--- config.mk ---
export PLATFORM = sky130hd
export DESIGN_NAME = mem_arbiter_flat
export DESIGN_NICKNAME = d
export VERILOG_FILES = /design/src/rtl/cpu_types_pkg.sv /design/src/rtl/mem_arbiter_if.sv /design/src/rtl/mem_arbiter.sv /design/src/flat_wrapper.sv
export SDC_FILE = /design/constraint.sdc
export NUM_CORES = 1
export LEC_CHECK = 0
export CELL_PAD_IN_SITES_DETAIL_PLACEMENT = 0
export CELL_PAD_IN_SITES_GLOBAL_PLACEMENT = 1
export CORE_MARGIN = 4
export CORE_UTILIZATION = 11
export DETAILED_ROUTE_END_ITERATION = 10
export PLACE_DENSITY_LB_ADDON = 0.3
export RECOVER_POWER = 100
export SKIP_LAST_GASP = 1
export SYNTH_ARGS = -nofsm -noshare
export SYNTH_HDL_FRONTEND = slang
export SYNTH_SLANG_ARGS = --single-unit
--- constraint.sdc ---
create_clock -name CLK -period 1.7 [get_ports CLK]
set_clock_uncertainty 0.05 [all_clocks]
set_input_delay 0.34 -clock CLK [delete_from_list [all_inputs] [get_ports CLK]]
set_output_delay 0.34 -clock CLK [all_outputs]
set_load 0.02 [all_outputs]
--- src/rtl/cpu_types_pkg.sv ---
// Shared CPU-side types: RAM status encoding and word type.
package cpu_types_pkg;

    localparam int unsigned WORD_W = 32;

    typedef logic [WORD_W-1:0] word_t;

    typedef enum logic [1:0] {
        FREE   = 2'b00,
        BUSY   = 2'b01,
        ACCESS = 2'b10,
        ERROR  = 2'b11
    } ramstate_t;

endpackage

--- src/rtl/mem_arbiter_if.sv ---
// Bundle of icache, dcache and RAM signals seen by the memory arbiter.
interface mem_arbiter_if;
    import cpu_types_pkg::*;

    // icache side
    logic      iREN;
    word_t     iaddr;
    logic      iwait;
    word_t     iload;

    // dcache side
    logic      dREN;
    logic      dWEN;
    word_t     daddr;
    word_t     dstore;
    logic      dwait;
    word_t     dload;

    // RAM side
    logic      ramREN;
    logic      ramWEN;
    word_t     ramaddr;
    word_t     ramstore;
    word_t     ramload;
    ramstate_t ramstate;

    // Arbiter view
    modport slave (
        input  iREN, iaddr, dREN, dWEN, daddr, dstore, ramload, ramstate,
        output iwait, iload, dwait, dload, ramREN, ramWEN, ramaddr, ramstore
    );

    // Cache/RAM environment view
    modport master (
        output iREN, iaddr, dREN, dWEN, daddr, dstore, ramload, ramstate,
        input  iwait, iload, dwait, dload, ramREN, ramWEN, ramaddr, ramstore
    );

endinterface

--- src/rtl/mem_arbiter.sv ---
// Two-requester memory arbiter: dcache priority with a starvation guard for icache.
module mem_arbiter
    import cpu_types_pkg::*;
#(
    parameter int unsigned STARVE_LIMIT = 4
)(
    input  logic          CLK,
    input  logic          RST,
    mem_arbiter_if.slave  bus
);

    localparam int unsigned CW = $clog2(STARVE_LIMIT + 1);

    typedef enum logic [1:0] {
        IDLE,
        ISERV,
        DSERV
    } arb_state_t;

    arb_state_t    state;
    logic [CW-1:0] starve_cnt;

    logic d_req;
    logic ram_done;
    logic i_starved;
    logic cnt_sat;

    // Request and completion qualifiers shared by FSM and output mux
    always_comb begin
        d_req     = bus.dREN | bus.dWEN;
        ram_done  = (bus.ramstate == ACCESS);
        cnt_sat   = (starve_cnt == CW'(STARVE_LIMIT));
        i_starved = cnt_sat & bus.iREN;
    end

    // Arbitration FSM and starvation counter
    always_ff @(posedge CLK) begin
        if (RST) begin
            state      <= IDLE;
            starve_cnt <= '0;
        end else begin
            case (state)
                IDLE: begin
                    if (d_req && !i_starved) begin
                        state <= DSERV;
                        if (bus.iREN && !cnt_sat)
                            starve_cnt <= starve_cnt + CW'(1);
                    end else if (bus.iREN) begin
                        state      <= ISERV;
                        starve_cnt <= '0;
                    end
                end
                ISERV: begin
                    if (!bus.iREN || ram_done)
                        state <= IDLE;
                end
                DSERV: begin
                    if (!d_req || ram_done)
                        state <= IDLE;
                end
                default: state <= IDLE;
            endcase
        end
    end

    // Combinational RAM request mux, load steering and stall generation
    always_comb begin
        bus.ramREN   = 1'b0;
        bus.ramWEN   = 1'b0;
        bus.ramaddr  = '0;
        bus.ramstore = '0;
        bus.iload    = '0;
        bus.dload    = '0;
        case (state)
            ISERV: begin
                bus.ramREN  = 1'b1;
                bus.ramaddr = bus.iaddr;
                bus.iload   = bus.ramload;
            end
            DSERV: begin
                // a write takes precedence when both enables are raised
                bus.ramWEN   = bus.dWEN;
                bus.ramREN   = bus.dREN & ~bus.dWEN;
                bus.ramaddr  = bus.daddr;
                bus.ramstore = bus.dstore;
                bus.dload    = bus.ramload;
            end
            default: ;
        endcase
        bus.iwait = bus.iREN & ~((state == ISERV) & ram_done);
        bus.dwait = d_req & ~((state == DSERV) & ram_done);
    end

endmodule

--- src/flat_wrapper.sv ---
// flat-port wrapper written by rule: the top's interface ports become plain ports
module mem_arbiter_flat import cpu_types_pkg::*;
#(
    parameter int unsigned STARVE_LIMIT = 4
)
  (CLK, RST, bus_iREN, bus_iaddr, bus_dREN, bus_dWEN, bus_daddr, bus_dstore, bus_ramload, bus_ramstate, bus_iwait, bus_iload, bus_dwait, bus_dload, bus_ramREN, bus_ramWEN, bus_ramaddr, bus_ramstore);
  mem_arbiter_if bus_i ();
  input  logic CLK;
  input  logic RST;
  input wire logic [$bits(bus_i.iREN)-1:0] bus_iREN;
  input wire logic [$bits(bus_i.iaddr)-1:0] bus_iaddr;
  input wire logic [$bits(bus_i.dREN)-1:0] bus_dREN;
  input wire logic [$bits(bus_i.dWEN)-1:0] bus_dWEN;
  input wire logic [$bits(bus_i.daddr)-1:0] bus_daddr;
  input wire logic [$bits(bus_i.dstore)-1:0] bus_dstore;
  input wire logic [$bits(bus_i.ramload)-1:0] bus_ramload;
  input wire logic [$bits(bus_i.ramstate)-1:0] bus_ramstate;
  output wire logic [$bits(bus_i.iwait)-1:0] bus_iwait;
  output wire logic [$bits(bus_i.iload)-1:0] bus_iload;
  output wire logic [$bits(bus_i.dwait)-1:0] bus_dwait;
  output wire logic [$bits(bus_i.dload)-1:0] bus_dload;
  output wire logic [$bits(bus_i.ramREN)-1:0] bus_ramREN;
  output wire logic [$bits(bus_i.ramWEN)-1:0] bus_ramWEN;
  output wire logic [$bits(bus_i.ramaddr)-1:0] bus_ramaddr;
  output wire logic [$bits(bus_i.ramstore)-1:0] bus_ramstore;
  assign bus_i.iREN = bus_iREN;
  assign bus_i.iaddr = bus_iaddr;
  assign bus_i.dREN = bus_dREN;
  assign bus_i.dWEN = bus_dWEN;
  assign bus_i.daddr = bus_daddr;
  assign bus_i.dstore = bus_dstore;
  assign bus_i.ramload = bus_ramload;
  assign bus_i.ramstate = bus_ramstate;
  assign bus_iwait = bus_i.iwait;
  assign bus_iload = bus_i.iload;
  assign bus_dwait = bus_i.dwait;
  assign bus_dload = bus_i.dload;
  assign bus_ramREN = bus_i.ramREN;
  assign bus_ramWEN = bus_i.ramWEN;
  assign bus_ramaddr = bus_i.ramaddr;
  assign bus_ramstore = bus_i.ramstore;
  mem_arbiter #(.STARVE_LIMIT(STARVE_LIMIT)) u_core (.CLK(CLK), .RST(RST), .bus(bus_i));
endmodule
==> images/met1.png <==
Scale bar: 20 um. Supply wires on this layer in gray.
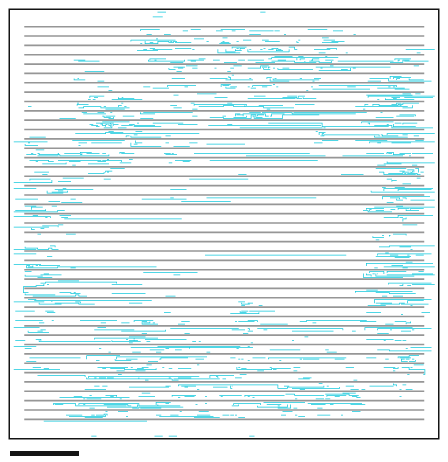
wire length on this layer: 4180 um
longest straight run: 40.9 um
share of all routed wire: 38%
main direction: horizontal
routed via count: 2682
global routing met1 resource utilization: 12.7%
routed wire length: 11100 um

==> images/met2.png <==
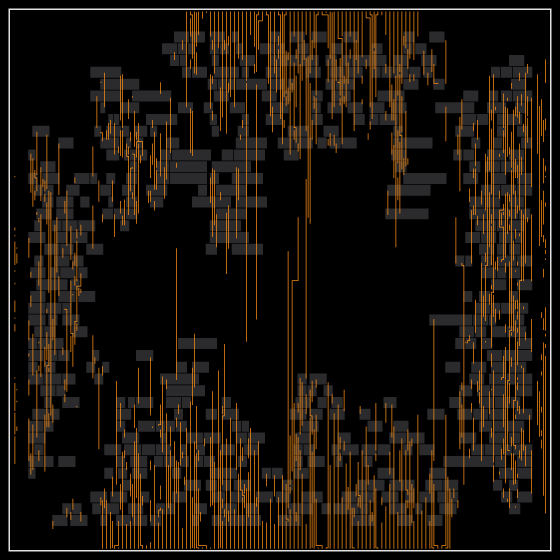
main direction: vertical
share of all routed wire: 55%
nets with wire on the layer: 572
GR Layer Usage met2: 23.5%

==> design notes <==
The run finished, with violations left. The checks that failed: setup timing. The via count of the first global-routing pass is 2742, and the number of clock sinks is 5.

The total number of H-tree levels was 1. The run gives 7550 um as the detailed-placement wirelength estimate. Looking at the setup timing report, the critical path kind is flop to output pin. Measured in cells, the most critical reg-to-reg path has a length of 9.

The minimum clock period after layout is 1.93 ns. The tools report the finished layout cell area as 0.00502 mm2. For this run, the register share of the synthesized area comes to 6.70%. The startpoint identified for the worst register-to-register timing path is u_core.state[1].

In this run the clock root is driven by a sky130_fd_sc_hd__clkbuf_16. The cell area that synthesis handed to floorplanning was 0.00149 mm2. Total congestion overflow: 0. The top cell types in the final layout, fill and taps aside, are sky130_fd_sc_hd__clkdlybuf4s50_1, sky130_fd_sc_hd__and2_1, sky130_fd_sc_hd__buf_4. The worst setup path is captured at an output pin. The analysis reports a worst IR drop on VDD of 0.000390 V. The initial antenna violation count came out at 0.

After detailed routing, the wire length on met1 is 4180 um. The synthesis report lists the Yosys warning total as 0. The cell count of the worst hold path works out to 1. The tools report the startpoint type of the worst setup path as a flop.

The number of buffers added on ports is 266, and the remaining max-slew budget at the tightest pin is 79.9%. The synthesized netlist has a Yosys-reported chip area of 0.00149 mm2. The OpenROAD report gives the critical path a data arrival time of 1.54 ns. The sum of negative setup slack was -18.95 ns; the count of final setup violators was 126. At the floorplan stage, the core utilization is reported as 11.2%. The tools report the number of standard-cell rows in the floorplan as 42.

The tool warning count for the run is 31. With the count of state elements after synthesis at 5, the fraction of layout instances using a drive strength above 1 is 44.1%. The path with the worst hold slack has its endpoint at u_core.state[0]. The die outline height came out at 125 um.

Setup repair after global routing could not meet its margin everywhere. Traced cell by cell, the critical path runs through inv_4, ha_4, buf_12, buf_16, a22oi_1, nor2b_1, buf_4. The type of the worst min-delay path is flop to flop. For the number of iterations in the first detailed-routing pass, the log shows 6. Per the skew report, the later register of the worst-skew pair sees a clock latency of 0.22 ns.

The timing report shows that the slowest cell on the worst path is sky130_fd_sc_hd__dfxtp_4. The achievable frequency is 517 MHz. STA lists the endpoint of the worst register-to-register path as u_core.state[0]. Per the CTS log, the buffer count on the longest clock path is 2. Counting every net in the synthesized netlist gives 362. Post-route period utilization is reported as 114%.

The synthesized netlist contains 30 unique library cells. The run gives -0.464 ns as the worst slack after detailed placement. For this run, the script counts the antenna cells in the layout as 0. In this run the register-to-register setup slack is -0.02 ns. For reference, the final report shows the max-slew violation count at 0.

Yosys stat counts 222 cells in the synthesized netlist. The met3 wire length was 685 um. In this run the standard cell core region covers 0.0133 mm2.

Counting endpoints that fail hold in the final report gives 0. The number of vias per cell was 3.91. The run gives 0 as the remaining routing DRC violations. Per the detailed placement report, the placed cell area equals 0.00445 mm2. The routed design uses 6090 um of met2 wire.

Top logic cell by instance count in the layout: sky130_fd_sc_hd__clkdlybuf4s50_1. In this run the most critical hold path is launched from u_core.state[0]. The power per cell area was 471 mW/mm2; the total I/O pin count was 267. The transition time recorded at the tightest slew-check pin is 0.301 ns. With the wire length of the first global-routing pass at 15300 um, the largest net degree at the start of global routing is 47. After the first detailed-routing iteration, the DRC count stood at 44.

The final weighted congestion recorded by global placement is 0.802. Per STA, the highest per-stage delay on the worst path measures 0.37 ns. The number of inserted filler cells in the final layout was 1374; the count of max-cap constraint violations was 0. The cell count after synthesis was 222. The run gives 1.31 ns for the required arrival time at the worst endpoint. The total die size is 0.0155 mm2, and the number of clock buffers inserted by TritonCTS is 3.

The post-route worst setup slack was -0.235 ns; the static power due to leakage was 2.08 nW. On the worst setup and hold paths after CTS, the clock-pin slew comes to 0.03 ns. In this run the horizontal extent of the chip is 125 um. The maximum fanout along the worst path is 11. Signal routing reaches up to met4. The run gives 651 as the net total in the final layout.

With the count of hold-fix buffers inserted at cts at 0, the average footprint of a synthesized cell is 6.73 um2. Compared with the post-synthesis result, the final layout area differs by 236%. TritonCTS built the clock tree. The remaining number of nets flagged by the antenna check after routing came out at 0.
==> images/met3.png <==
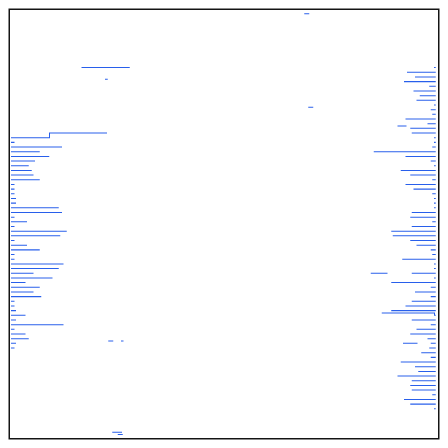
main direction: horizontal
wire length on this layer: 686 um
nets with wire on the layer: 126
met3 usage: 3.52%

==> images/final_congestion.png <==
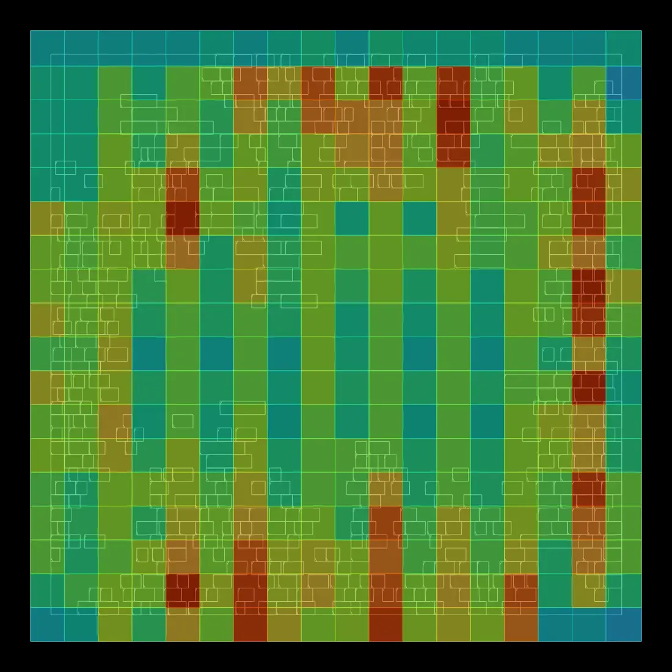
fraction of the core area covered by cells at the end of the flow: 37.7%
average wire per standard cell: 16.2 um
overall track demand over capacity in global routing: 12.0%

-- routing by layer --
metal  GRT usage [%]  vias to the layer above
met5               0                        -
met4            1.81                        0
met3            3.52                       10
met2            23.5                      133
met1            12.7                     1218
li1                -                     1321
-- per-stage QoR --
stage,util (%),hold slack (ns),std cells,power [mW]
6_report,37.7,0.477,686,2.36
2_1_floorplan,-,0.367,222,0.806
3_5_place_dp,33.5,0.461,656,1.67
3_3_place_gp,33.5,0.451,656,1.66
5_1_grt,37.7,0.484,686,2.50
4_1_cts,35.3,0.479,667,2.20
-- cell usage after synthesis, drive strengths merged --
cell,n,area [um2]
and2,97,607
nor2b,34,220
a22oi,32,240
clkbuf,12,46.3
buf,9,45.1
dfxtp,5,100
ha,5,62.6
inv,4,15.0
a21oi,3,18.8
nor3,3,15.0
a22o,2,17.5
nand2,2,7.51
nor2,2,7.51
o21ai,2,13.8
a21boi,1,7.51
a21o,1,7.51
a31oi,1,6.26
and3b,1,8.76
mux2i,1,10.0
nand3,1,5.00
nand3b,1,7.51
o21a,1,7.51
xnor2,1,8.76
xor2,1,8.76
-- power by group --
group | total [mW] | internal (mW) | leakage, nW | switching, mW
clock | 0.382 | 0.310 | 0.0382 | 0.0720
sequential | 0.143 | 0.130 | 0.0423 | 0.0130
combinational | 1.84 | 1.05 | 2.00 | 0.787
-- area by class of cell --
| type | instances | area, um2 | area share [%] |
|---|---|---|---|
| multi-input cells | 192 | 1490 | 29.6 |
| inverters | 4 | 20.0 | 0.399 |
| repair buffers | 305 | 3100 | 61.9 |
| well taps | 176 | 220 | 4.39 |
| flip-flops and latches | 5 | 108 | 2.14 |
| clock buffers | 4 | 78.8 | 1.57 |
-- sequential cells by signal, indices dropped and copies added (netlist names) --
register and flops:
u_core.state 2, u_core.starve_cnt 3
-- worst max-delay path: cells and delay by family, from the launching register on --
kind	cells	cell delay, ns
buffers and inverters	4	0.50
adders and majority gates	1	0.21
AOI/OAI and AO/OA	1	0.16
and+or+nand+nor	1	0.07
DFF	1	0.37
-- cell families (layout without fill, tap and decap cells) --
group	Yosys count	count (layout)	share of synthesized area [%]
xor gates and xnor gates	2	2	1.17
AOI/OAI and AO/OA	43	43	21.4
buffers and inverters	25	313	7.12
and+or+nand+nor	141	141	58.8
muxes	1	1	0.670
DFF	5	5	6.70
adders and majority gates	5	5	4.19
-- what timing repair did --
item | CTS | global route
resized | 393 | 219
pin swaps | 2 | 7
buffers inserted | 2 | 11
endpoints found under the hold margin | 0 | 0
gates cloned | 5 | 8
endpoints found under the setup margin | 132 | 136
-- how the worst max path moves through the flow --
stage,startpoint,to,slack (ns),cells past startpoint
floorplan,u_core.state[1],bus_ramaddr[19],0.002,6
global placement,bus_dWEN,bus_ramREN,-0.47,4
detailed placement,bus_dWEN,bus_ramREN,-0.46,4
CTS,u_core.state[0],bus_ramaddr[8],-0.22,7
global route,u_core.state[0],bus_ramaddr[14],-0.29,7
finish,u_core.state[0],bus_ramaddr[4],-0.23,7
Power figures rest on the tool's default switching activity, not on a simulated workload.
